`config.mk`:
```
export PLATFORM = sky130hd
export DESIGN_NAME = timer_irq_ctrl
export DESIGN_NICKNAME = d
export VERILOG_FILES = /design/src/rtl/timer_pkg.sv /design/src/rtl/timer_tick_gen.sv /design/src/rtl/timer_irq_ctrl.sv
export SDC_FILE = /design/constraint.sdc
export NUM_CORES = 1
export LEC_CHECK = 0
export ABC_CLOCK_PERIOD_IN_PS = 3800
export CAP_MARGIN = 20
export CORE_MARGIN = 5
export CORE_UTILIZATION = 35
export DETAILED_ROUTE_END_ITERATION = 16
export GPL_ROUTABILITY_DRIVEN = 0
export PLACE_DENSITY_LB_ADDON = 0.3
export SYNTH_ARGS = -nofsm -noshare
export SYNTH_HDL_FRONTEND = slang
export SYNTH_HIERARCHICAL = 1
export SYNTH_SLANG_ARGS = --single-unit
export TNS_END_PERCENT = 20
```
`constraint.sdc`:
```
create_clock -name clk -period 3.8 [get_ports clk]
set_input_delay 0.76 -clock clk [delete_from_list [all_inputs] [get_ports clk]]
set_output_delay 0.76 -clock clk [all_outputs]
set_load 0.05 [all_outputs]
```
`src/rtl/timer_pkg.sv`:
```
// Shared register map, bit positions and FSM encoding for the CPU timer block.
package timer_pkg;

   localparam logic [1:0] ADDR_CTRL = 2'd0;
   localparam logic [1:0] ADDR_CMP  = 2'd1;
   localparam logic [1:0] ADDR_CNT  = 2'd2;
   localparam logic [1:0] ADDR_STAT = 2'd3;

   localparam int CTRL_EN   = 0;
   localparam int CTRL_PER  = 1;
   localparam int CTRL_IE   = 2;
   localparam int STAT_PEND = 0;
   localparam int STAT_OVR  = 1;

   localparam logic [1:0] ST_IDLE  = 2'd0;
   localparam logic [1:0] ST_RUN   = 2'd1;
   localparam logic [1:0] ST_FIRED = 2'd2;

   localparam int unsigned DEF_PRESCALE = 100000;

   typedef struct packed {
      logic ie;
      logic periodic;
      logic en;
   } ctrl_t;

endpackage

```
`src/rtl/timer_tick_gen.sv`:
```
// Prescaler: emits a one-cycle tick every PRESCALE clocks while run is high.
module timer_tick_gen
   import timer_pkg::*;
#(
   parameter int unsigned PRESCALE = DEF_PRESCALE
) (
   input  logic clk,
   input  logic rst,
   input  logic run,
   input  logic clr,
   output logic tick
);

   localparam int unsigned PW = $clog2(PRESCALE);
   localparam logic [PW-1:0] LAST = PW'(PRESCALE - 1);
   localparam logic [PW-1:0] ONE  = PW'(1);

   logic [PW-1:0] pre_q, pre_d;

   assign tick = run && (pre_q == LAST);

   always_comb begin
      pre_d = pre_q;
      if (clr || tick) begin
         pre_d = '0;
      end else if (run) begin
         pre_d = pre_q + ONE;
      end
   end

   always_ff @(posedge clk or posedge rst) begin
      if (rst) begin
         pre_q <= '0;
      end else begin
         pre_q <= pre_d;
      end
   end

endmodule

```
`src/rtl/timer_irq_ctrl.sv`:
```
// MMIO timer: tick counter with compare, one-shot/periodic modes and a level
// interrupt cleared by acknowledge or write-1-to-clear.
module timer_irq_ctrl
   import timer_pkg::*;
#(
   parameter int unsigned PRESCALE = DEF_PRESCALE,
   parameter int unsigned CNT_W    = 32
) (
   input  logic        clk,
   input  logic        rst,
   input  logic        we,
   input  logic        re,
   input  logic [1:0]  addr,
   input  logic [31:0] data_in,
   output logic [31:0] data_out,
   input  logic        int_ack,
   output logic        INT
);

   localparam logic [CNT_W-1:0] CNT_ONE = CNT_W'(1);

   logic [1:0]       state_q, state_d;
   ctrl_t            ctrl_q, ctrl_d;
   logic [CNT_W-1:0] cmp_q, cmp_d, cnt_q, cnt_d, cnt_nxt;
   logic             pend_q, pend_d, ovr_q, ovr_d, int_q, int_d;
   logic [31:0]      dout_q, dout_d, rdata;
   logic             tick, pre_clr, fire, pend_clr;
   logic             ctrl_wr, cmp_wr, cnt_wr, stat_wr;

   assign ctrl_wr = we && (addr == ADDR_CTRL);
   assign cmp_wr  = we && (addr == ADDR_CMP);
   assign cnt_wr  = we && (addr == ADDR_CNT);
   assign stat_wr = we && (addr == ADDR_STAT);
   assign cnt_nxt = cnt_q + CNT_ONE;

   // Prescaler restarts on a COUNT write and whenever RUN is entered or left.
   assign pre_clr = cnt_wr || ((state_q == ST_RUN) != (state_d == ST_RUN));

   timer_tick_gen #(.PRESCALE(PRESCALE)) u_tick (
      .clk  (clk),
      .rst  (rst),
      .run  (state_q == ST_RUN),
      .clr  (pre_clr),
      .tick (tick)
   );

   // Tick uses the old CTRL; a CTRL write then decides the state transition.
   always_comb begin
      state_d = state_q;
      ctrl_d  = ctrl_q;
      cmp_d   = cmp_q;
      cnt_d   = cnt_q;
      fire    = 1'b0;
      if (state_q == ST_RUN && tick && !cnt_wr) begin
         if (cmp_q != '0 && cnt_nxt >= cmp_q) begin
            fire = 1'b1;
            if (ctrl_q.periodic) begin
               cnt_d = '0;
            end else begin
               cnt_d   = cnt_nxt;
               state_d = ST_FIRED;
            end
         end else begin
            cnt_d = cnt_nxt;
         end
      end
      if (cnt_wr) cnt_d = '0;
      if (cmp_wr) cmp_d = data_in[CNT_W-1:0];
      if (ctrl_wr) begin
         ctrl_d.en       = data_in[CTRL_EN];
         ctrl_d.periodic = data_in[CTRL_PER];
         ctrl_d.ie       = data_in[CTRL_IE];
         case (state_q)
            ST_IDLE:  if (data_in[CTRL_EN]) state_d = ST_RUN;
            ST_RUN:   if (!data_in[CTRL_EN]) state_d = ST_IDLE;
            ST_FIRED: begin
               state_d = data_in[CTRL_EN] ? ST_RUN : ST_IDLE;
               if (data_in[CTRL_EN]) cnt_d = '0;
            end
            default:  state_d = ST_IDLE;
         endcase
      end
   end

   // Set beats clear for both PEND and OVR.
   assign pend_clr = int_ack || (stat_wr && data_in[STAT_PEND]);

   always_comb begin
      pend_d = pend_q;
      ovr_d  = ovr_q;
      if (fire) pend_d = 1'b1;
      else if (pend_clr) pend_d = 1'b0;
      if (fire && pend_q) ovr_d = 1'b1;
      else if (stat_wr && data_in[STAT_OVR]) ovr_d = 1'b0;
   end

   always_comb begin
      rdata = '0;
      case (addr)
         ADDR_CTRL: rdata = {29'b0, ctrl_q};
         ADDR_CMP:  rdata = 32'(cmp_q);
         ADDR_CNT:  rdata = 32'(cnt_q);
         ADDR_STAT: begin
            rdata[STAT_PEND] = pend_q;
            rdata[STAT_OVR]  = ovr_q;
         end
         default:   rdata = '0;
      endcase
   end

   assign dout_d = re ? rdata : dout_q;
   assign int_d  = pend_q && ctrl_q.ie;

   always_ff @(posedge clk or posedge rst) begin
      if (rst) begin
         state_q <= ST_IDLE;
         ctrl_q  <= '0;
         cmp_q   <= '0;
         cnt_q   <= '0;
         pend_q  <= 1'b0;
         ovr_q   <= 1'b0;
         int_q   <= 1'b0;
         dout_q  <= '0;
      end else begin
         state_q <= state_d;
         ctrl_q  <= ctrl_d;
         cmp_q   <= cmp_d;
         cnt_q   <= cnt_d;
         pend_q  <= pend_d;
         ovr_q   <= ovr_d;
         int_q   <= int_d;
         dout_q  <= dout_d;
      end
   end

   assign data_out = dout_q;
   assign INT      = int_q;

endmodule

```
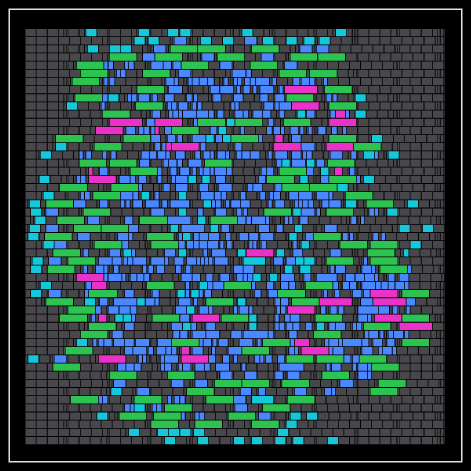
Fig. 1. Cell classes on the final placement.
Drawn at 3 px/µm. Fill, decap, tap and diode cells in gray.
flops -> green  # cells 121
other buffers and delay cells -> cyan  # cells 116
combinational and other logic -> blue  # cells 542
clock drivers and dummy loads -> magenta  # cells 32
Util after Layout: 45.7%
register fraction of the total cell area: 34.2%
floorplan row count: 51

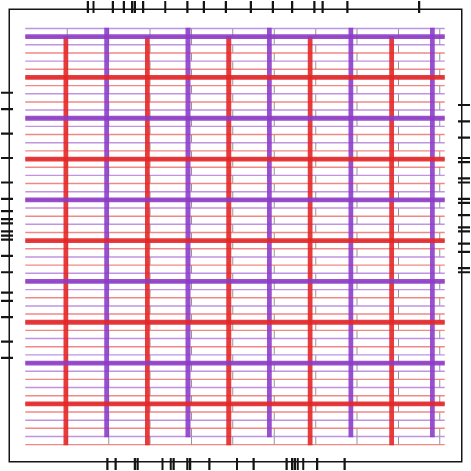
Fig. 2. Power grid.
Drawn at 3 px/µm. Pins as bars on the die edge. Tap cells in gray.
VDD -> purple
VSS -> red
met5 straps = 10
met1 rails = 52
tap cells = 265
signal pins = 72
rows = 51

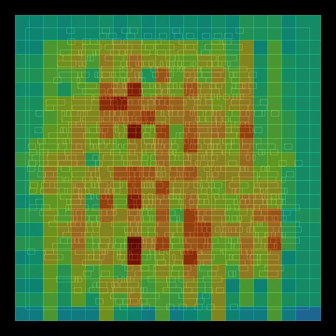
Fig. 3. Routing congestion.
met2 Track Usage GR: 26.7%
GRT Max-Usage Layer: met2
total routing usage reported by global routing: 17.2%
met1 GRT Util: 23.7%
routed wire length per instance: 17.5 µm

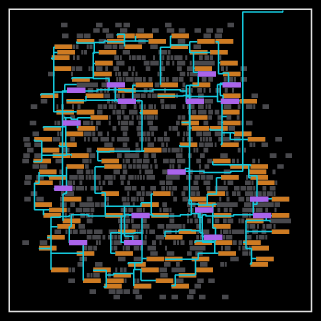
Fig. 4. Clock network drawn from the DEF.
Drawn at 2 px/µm.
clock drivers -> purple  # count 17
clock wires -> cyan  # length 1830 µm
flip-flops -> orange  # count 121
flops lie = all over the die

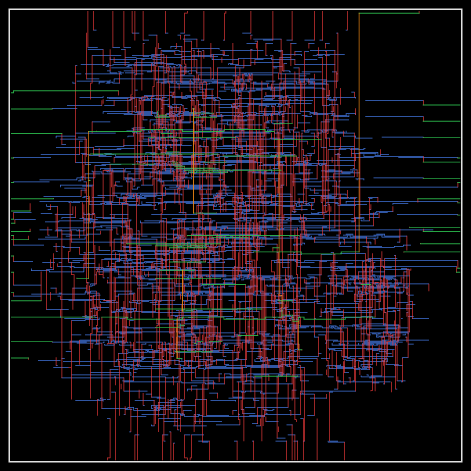
Fig. 5. Signal wires by layer.
Drawn at 3 px/µm.
metal 2 -> red  # wire length 8450 µm
metal 1 -> blue  # wire length 9110 µm
metal 4 -> orange  # wire length 257 µm
metal 3 -> green  # wire length 1040 µm
total wirelength of the detailed-routed design: 18.8 mm
count of vias placed by the detailed router: 5610

==> impl_metrics.toml <==
# generated from flow reports
[final_layout]
nets = 871
multiInputGateArea_mm2 = 0.00363
layout.area.top_class = "combinational gates"
fillers = 1891
clock_buffers = 21
inverters = 40
top_library_cells_by_usage_in_the_layout_fill_and_taps_aside = "dfrtp_1 (120), clkdlybuf4s50_1 (70), nor2_1 (69)"
layout-drive-gt1-share_pct = 18.4
final_cell_count_no_fill = 1076
final-seq-area_mm2 = 0.00303
antennaDiodeCount = 0
area_growth_pct = 28.6
layout_top_cell = "dfrtp_1"
flop_count = 121
logic_gate_count = 502
comb-cell-share_pct = 40.9
buf_share_pct = 12.1
fin_area_mm2 = 0.00886
clock_tree_area_fraction_pct = 7.38
buffers = 116

[timing]
max_slew_margin_pct = 27.4
hold-worst-slack_ps = 498
achievable_clock_frequency_ghz = 0.285
layout_min_cycle_time_ps = 3510
rsz0062_at_grt = "no"
worst_slew_pin_slew_ps = 1090
final-max-slew-violation-count = 0
hold_viol = 0
finalClockPeriodUsage_pct = 92.4
layout_setup_ws_ps = 287

[critical_path]
timing.critical_path.slowest_stage_cell = "or4b_1"
critical_path_buffer_and_inverter_count = 1
rrSetupSlack_ps = 290
endpoint = "u_tick/pre_q[6]$_DFFE_PP0P_"
worst-setup-path-type = "register to register"
worstPathMaxFanout = 8
timing.critical_path.to_type = "register"
worst_r2r_startpoint = "cnt_q[4]$_DFF_PP0_"
start_kind = "register"
r2r.worst_path.cells = 14
path_cells = "nand3_2, nor4_4, buf_4, nand3_1, xnor2_1, ha_1, nand2_1, nor4_1, or4b_1, a31oi_1, nor2_1, o22ai_2, o21bai_4, nor2_1"
worst_flop_to_flop_path_endpoint = "u_tick/pre_q[6]$_DFFE_PP0P_"
worstPathRequired_ps = 4090
crit_path_frequent_cell = "nor2_1"
worst_setup_path_start = "cnt_q[4]$_DFF_PP0_"

[synthesis]
most_numerous_cell_types_in_the_synthesized_netlist = "dfrtp_1 (121), nor2_1 (69), a21oi_1 (62), nand2_1 (44), inv_1 (40)"
synth_async_sr_flop_share_pct = 100
post_synth_main_logic_family = "simple AND/OR/NAND/NOR gates"
top_cells_by_area = "dfrtp_1 (44%), ha_1 (6.2%), mux2_2 (5.9%), a21oi_1 (4.5%), xnor2_1 (3.8%)"
synthesis.yosys.warnings = 6
count_of_library_flops_with_an_enable_pin = 0
synth-compound-area-share_pct = 14.9
post_synth_inst_count = 698
netlist-cell-type-count = 68
yosysSeqAreaShare_pct = 43.9
xor_area_share_pct = 5.97
syn-num-nets = 771
dominantRegCellSynth = "dfrtp_1"
synth_area_leader_cell = "dfrtp_1"
simple_gate_share_pct = 17.7
synth.avg_cell_area_um2 = 9.87
syn-cell-area_mm2 = 0.00689
yosysCellCount = 698
most_common_cell = "dfrtp_1"
ys_area_mm2 = 0.00689
synth_adder_area_share_pct = 6.17
yosys_register_bits = 121
yosys.area.top_type_share_pct = 43.9
mux_share_pct = 6.97

[floorplanning]
total_core_area_mm2 = 0.0194
die_h_um = 150
fp_util_pct = 35.5
design.die.area_mm2 = 0.0226
die-width_um = 150
ios = 72
tapcell.inserted = 265

[clock_tree]
cts_hold_bufs = 0
cts_tree = "built"
numCtsBuffers = 17
cts_num_sinks = 121
clkLatencyLatePin_ps = 430
root_buffer = "clkbuf_16"
clk_pin_slew_worst_paths_ps = 60
post-cts-setup-buffers = 0
htreeDepth = 4
cts-root-to-sink-buffers = 2
cts_resized = 0

[grt]
global_route_met3_usage_pct = 4.52
first_global_vias = 5685
antenna_found_initial = 0
grt_pass1_wl_mm = 30.5
grt-ovfl-total = 0

[pwr]
post-layout-total-power_mw = 3.97
clk-power_mw = 1.80
irDropWorstVdd_v = 0.000233
power_frac_seq_pct = 38.8
sw_ratio_pct = 27.6
pwr_density_cell_mw_per_mm2 = 448
leakage_power_nw = 3.84
largest_power_group = "the clock network"
power_frac_clock_pct = 45.3
powerSeq_mw = 1.54
power_combinational_uw = 635
p_int_mw = 2.88
p_sw_mw = 1.10
power_frac_comb_pct = 16.0

[min_path]
min_path_cells = 2
timing.hold.worst.class = "register to register"
min_from = "ovr_q$_DFFE_PP0P_"
hold_end = "ovr_q$_DFFE_PP0P_"

[detailed_routing]
wl_met2_mm = 8.45
drtAntennaViolNets = 0
dr_wl_met3_mm = 1.04
router_iterations_before_antenna_repair = 7
wl_met1_mm = 9.11
initialDrtViolationCount = 347
viasPerCell = 5.21
top_layer = "met4"

[placed_design]
detailedPlace.worstSlack_ps = 99.9
placed_area_mm2 = 0.00816
detailedPlacementHpwl_mm = 13.4
post-place-cells = 1043
port-buffer-count = 71

[outcome]
run_status = "finished, final reports clean"

[run]
warnings = 26
drv.max_cap_violation_count = 0
